$ cat config.mk
export PLATFORM = sky130hd
export DESIGN_NAME = resp_signature_monitor
export DESIGN_NICKNAME = d
export VERILOG_FILES = /design/src/rtl/resp_mon_pkg.sv /design/src/rtl/resp_signature_monitor_misr_compactor.sv /design/src/rtl/resp_signature_monitor.sv
export SDC_FILE = /design/constraint.sdc
export NUM_CORES = 1
export LEC_CHECK = 0
export ABC_AREA = 1
export ABC_CLOCK_PERIOD_IN_PS = 3100
export CAP_MARGIN = 25
export CORE_MARGIN = 3
export CORE_UTILIZATION = 57
export CTS_CLUSTER_DIAMETER = 200
export CTS_CLUSTER_SIZE = 28
export DETAILED_ROUTE_END_ITERATION = 10
export MAX_ROUTING_LAYER = met4
export PLACE_DENSITY = 0.91
export SLEW_MARGIN = 40
export SYNTH_ARGS = -nofsm -noshare
export SYNTH_HDL_FRONTEND = slang
export SYNTH_SLANG_ARGS = --single-unit
export TNS_END_PERCENT = 1
$ cat constraint.sdc
create_clock -name I1470_clk -period 3.1 [get_ports I1470_clk]
set_input_delay 0.465 -clock I1470_clk [delete_from_list [all_inputs] [get_ports I1470_clk]]
set_output_delay 0.465 -clock I1470_clk [all_outputs]
set_load 0.01 [all_outputs]
$ cat src/rtl/resp_mon_pkg.sv
// Shared types and constants for the response signature monitor: FSM states,
// default MISR polynomial/seed and toggle-counter sizing.
package resp_mon_pkg;

  typedef enum logic [1:0] {
    IDLE    = 2'd0,
    RUN     = 2'd1,
    COMPARE = 2'd2,
    DONE    = 2'd3
  } mon_state_e;

  localparam logic [15:0] DEF_POLY = 16'hB400;
  localparam logic [15:0] DEF_SEED = 16'h0000;

  localparam int                  TOGGLE_W   = 16;
  localparam logic [TOGGLE_W-1:0] TOGGLE_MAX = {TOGGLE_W{1'b1}};

  localparam int WIN_CNT_W = 16;

endpackage

$ cat src/rtl/resp_signature_monitor_misr_compactor.sv
// Galois-form multiple-input signature register: shifts left, folds the MSB
// back through POLY and XORs the zero-extended response into the low bits.
module misr_compactor #(
  parameter int                MISR_W = 16,
  parameter int                RESP_W = 1,
  parameter logic [MISR_W-1:0] POLY   = '0,
  parameter logic [MISR_W-1:0] SEED   = '0
) (
  input  logic              clk,
  input  logic              srst,
  input  logic              load_seed,
  input  logic              enable,
  input  logic [RESP_W-1:0] data,
  output logic [MISR_W-1:0] sig
);

  logic [MISR_W-1:0] sig_q;
  logic [MISR_W-1:0] sig_d;
  logic [MISR_W-1:0] data_ext;
  logic [MISR_W-1:0] step;

  genvar gi;
  generate
    for (gi = 0; gi < MISR_W; gi++) begin : g_ext
      if (gi < RESP_W) begin : g_data
        assign data_ext[gi] = data[gi];
      end else begin : g_zero
        assign data_ext[gi] = 1'b0;
      end
    end
  endgenerate

  // Feedback tap applied only when the bit being shifted out is set.
  assign step = (sig_q << 1) ^ (sig_q[MISR_W-1] ? POLY : '0) ^ data_ext;

  always_comb begin
    sig_d = sig_q;
    if (load_seed) begin
      sig_d = SEED;
    end else if (enable) begin
      sig_d = step;
    end
  end

  always_ff @(posedge clk) begin
    if (srst) begin
      sig_q <= SEED;
    end else begin
      sig_q <= sig_d;
    end
  end

  assign sig = sig_q;

endmodule

$ cat src/rtl/resp_signature_monitor.sv
// Observes a subcircuit's response over a fixed window: compacts it into a
// MISR signature, counts bit-0 toggles and flags a mismatch against golden.
module resp_signature_monitor
  import resp_mon_pkg::*;
#(
  parameter int                RESP_W  = 1,
  parameter int                MISR_W  = 16,
  parameter logic [MISR_W-1:0] POLY    = MISR_W'(DEF_POLY),
  parameter logic [MISR_W-1:0] SEED    = MISR_W'(DEF_SEED),
  parameter int                WIN_LEN = 1000
) (
  input  logic                I1470_clk,
  input  logic                I1477_rst,
  input  logic                start,
  input  logic                resp_valid,
  input  logic [RESP_W-1:0]   resp_in,
  input  logic [MISR_W-1:0]   golden_sig,
  output logic                busy,
  output logic                done,
  output logic                mismatch,
  output logic [MISR_W-1:0]   sig_out,
  output logic [TOGGLE_W-1:0] toggle_cnt
);

  localparam logic [WIN_CNT_W-1:0] WIN_LAST = WIN_CNT_W'(WIN_LEN - 1);

  mon_state_e            state_q, state_d;
  logic [WIN_CNT_W-1:0]  count_q, count_d;
  logic [TOGGLE_W-1:0]   toggle_q, toggle_d;
  logic                  prev_bit_q, prev_bit_d;
  logic                  first_q, first_d;
  logic                  busy_q, busy_d;
  logic                  done_q, done_d;
  logic                  mismatch_q, mismatch_d;

  logic                  misr_load;
  logic                  misr_en;
  logic [MISR_W-1:0]     sig;

  assign misr_load = start && ((state_q == IDLE) || (state_q == DONE));
  assign misr_en   = resp_valid && (state_q == RUN);

  misr_compactor #(
    .MISR_W (MISR_W),
    .RESP_W (RESP_W),
    .POLY   (POLY),
    .SEED   (SEED)
  ) u_misr (
    .clk       (I1470_clk),
    .srst      (I1477_rst),
    .load_seed (misr_load),
    .enable    (misr_en),
    .data      (resp_in),
    .sig       (sig)
  );

  always_comb begin
    state_d    = state_q;
    count_d    = count_q;
    toggle_d   = toggle_q;
    prev_bit_d = prev_bit_q;
    first_d    = first_q;
    busy_d     = busy_q;
    done_d     = done_q;
    mismatch_d = mismatch_q;

    case (state_q)
      IDLE, DONE: begin
        // A sample arriving together with start is intentionally dropped.
        if (start) begin
          state_d    = RUN;
          count_d    = '0;
          toggle_d   = '0;
          first_d    = 1'b1;
          busy_d     = 1'b1;
          done_d     = 1'b0;
          mismatch_d = 1'b0;
        end
      end
      RUN: begin
        if (resp_valid) begin
          count_d    = count_q + WIN_CNT_W'(1);
          prev_bit_d = resp_in[0];
          first_d    = 1'b0;
          if (!first_q && (resp_in[0] != prev_bit_q) && (toggle_q != TOGGLE_MAX)) begin
            toggle_d = toggle_q + TOGGLE_W'(1);
          end
          if (count_q == WIN_LAST) begin
            state_d = COMPARE;
          end
        end
      end
      COMPARE: begin
        mismatch_d = (sig != golden_sig);
        done_d     = 1'b1;
        busy_d     = 1'b0;
        state_d    = DONE;
      end
      default: begin
        state_d = IDLE;
      end
    endcase
  end

  always_ff @(posedge I1470_clk) begin
    if (I1477_rst) begin
      state_q    <= IDLE;
      count_q    <= '0;
      toggle_q   <= '0;
      prev_bit_q <= 1'b0;
      first_q    <= 1'b1;
      busy_q     <= 1'b0;
      done_q     <= 1'b0;
      mismatch_q <= 1'b0;
    end else begin
      state_q    <= state_d;
      count_q    <= count_d;
      toggle_q   <= toggle_d;
      prev_bit_q <= prev_bit_d;
      first_q    <= first_d;
      busy_q     <= busy_d;
      done_q     <= done_d;
      mismatch_q <= mismatch_d;
    end
  end

  assign busy       = busy_q;
  assign done       = done_q;
  assign mismatch   = mismatch_q;
  assign sig_out    = sig;
  assign toggle_cnt = toggle_q;

endmodule

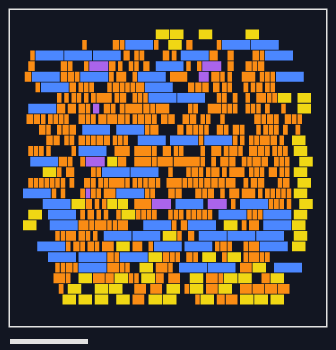
Fig. 1. Cell classes on the final placement.
Bar = 20 um.
yellow -> other buffers and delay cells  # cells 58
blue -> flops  # cells 55
purple -> clock drivers and dummy loads  # cells 8
orange -> combinational and other logic  # cells 403
row count: 26
core area: 0.00527 mm2

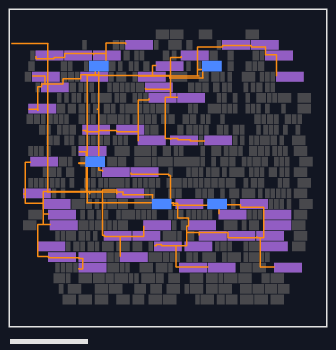
Fig. 2. Clock network drawn from the DEF.
Bar = 20 um.
purple -> flip-flops  # count 55
orange -> clock wires  # length 645 um
blue -> clock drivers  # count 5
flops lie = all over the die
P_clk: 0.390 mW
power share of the clock group: 17.5%

==> impl_metrics.yaml <==
# implementation run metrics
run_status:
  status: "finished, final reports clean"
global_route:
  grt.busiest_layer: "met2"
  use_met2_pct: 43.8
  first_global_vias: 2990
  grt_max_degree: 22
  global_route.usage.met1_pct: 32.5
setup_path:
  required_ns: 3.35
  critPathKind: "register to register"
  crit_slowest_cell: "ha_1"
floorplanning:
  io_pins: 56
  die_h_um: 81.0
  fp.dieW_um: 81.0
route:
  drt_iter0_drc: 254
  routed_wl_um: 7760
  wl_per_cell_um: 13.1
  drc_errors: 0
logic_synthesis:
  adder_share_pct: 1.95
clock_tree:
  path_clk_slew_ns: 0.09
  clk-insertion-delay-late_ns: 0.31
  cts_tree: "done"
  ctsHoldBuffers: 0
final_timing:
  hold-worst-slack_ns: 0.477
  fin_ws_ns: 0.900
  fin_crit_ns: 2.20
  worstMarginPinSlew_ns: 0.595
placed_design:
  io_buffers: 55
flow_run:
  maxCapViolCount: 0
cells_and_area:
  regArea_mm2: 0.00110
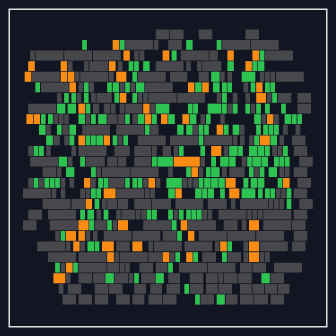
Fig. 3. Selected gate families.
green -> NAND gates  # cells 181, most used nand2_1
orange -> inverting AOI/OAI gates  # cells 60, most used a21oi_1
most numerous logic cell after layout: nand2_1
Comb/total area: 45.9%

-- worst max-delay path: cells and delay by family, from the launching register on --
kind | cells | cell delay (ns)
AND/OR/NAND/NOR | 6 | 0.75
adder cells (fa/ha/maj) | 1 | 0.48
buffers and inverters | 3 | 0.39
flip-flops | 1 | 0.34
AND-OR/OR-AND | 1 | 0.18
-- per-layer routing --
| layer | up-vias | routed length, um | part of all wire [%] |
|---|---|---|---|
| met5 | - | 0 | 0 |
| met4 | 0 | 159 | 2.0 |
| met3 | 13 | 507 | 6.5 |
| met2 | 128 | 3870 | 50 |
| met1 | 1452 | 3220 | 41 |
| li1 | 1620 | - | - |
-- power by group --
part	internal [mW]	switching (mW)	total [mW]	leakage, nW
Sequential	0.791	0.0956	0.886	0.446
Combinational	0.350	0.602	0.952	0.899
Clock	0.158	0.232	0.390	0.0412
-- cell families (layout without fill, tap and decap cells) --
| family | after synthesis | count (layout) |
|---|---|---|
| compound gates | 61 | 61 |
| xor+xnor | 16 | 16 |
| fa+ha+maj | 5 | 5 |
| buf+inv | 76 | 120 |
| flops | 55 | 55 |
| simple gates | 267 | 267 |
-- cell type report --
cell class / count / area share [%]
Clock inverter: 2 / 0.330
Sequential cell: 55 / 29.1
Multi-Input combinational cell: 349 / 45.9
Inverter: 54 / 5.41
Timing Repair Buffer: 58 / 15.1
Clock buffer: 6 / 1.91
Tap cell: 70 / 2.31
-- metrics by stage --
stage                     power, mW  instance area, um2
after floorplan                1.60                3210
after global placement         1.80                3700
after detailed placement       1.84                3700
after CTS                      2.23                3790
after global routing           2.40                3790
final                          2.23                3790
-- synthesized netlist by cell type --
| cell type | n | share of area (%) |
|---|---|---|
| a211oi_1 | 9 | 2.1 |
| a21oi_1 | 29 | 4.5 |
| a221oi_1 | 2 | 0.55 |
| buf_2 | 1 | 0.16 |
| buf_4 | 12 | 2.8 |
| buf_6 | 2 | 0.70 |
| buf_8 | 1 | 0.47 |
| clkbuf_1 | 5 | 0.58 |
| clkbuf_8 | 1 | 0.43 |
| dfxtp_1 | 55 | 34 |
| ha_1 | 5 | 1.9 |
| inv_1 | 51 | 6.0 |
| inv_2 | 2 | 0.23 |
| inv_4 | 1 | 0.20 |
| nand2_1 | 124 | 15 |
| nand2_2 | 3 | 0.58 |
| nand2_4 | 2 | 0.70 |
| nand3_1 | 34 | 5.3 |
| nand3_2 | 4 | 1.2 |
| nand4_1 | 14 | 2.7 |
| nor2_1 | 75 | 8.8 |
| nor2_2 | 3 | 0.58 |
| nor2_4 | 4 | 1.4 |
| nor3_1 | 4 | 0.62 |
| o21a_1 | 1 | 0.23 |
| o21ai_0 | 13 | 2.0 |
| o21ai_1 | 1 | 0.16 |
| o21ai_2 | 1 | 0.27 |
| o21bai_1 | 4 | 0.94 |
| o21bai_4 | 1 | 0.58 |
| xnor2_1 | 16 | 4.4 |
-- path summary, 6_finish.rpt --
check                           startpoint              to  slack, ns  cells past startpoint
worst max register to register  state_q[1]  toggle_cnt[13]       0.90                     11
worst min-delay path                  done            done       0.48                      2
worst min register to register        done            done       0.48                      2
worst max-delay path            state_q[1]  toggle_cnt[13]       0.90                     11
No activity file was given, so power comes from the tool's default toggle rates.
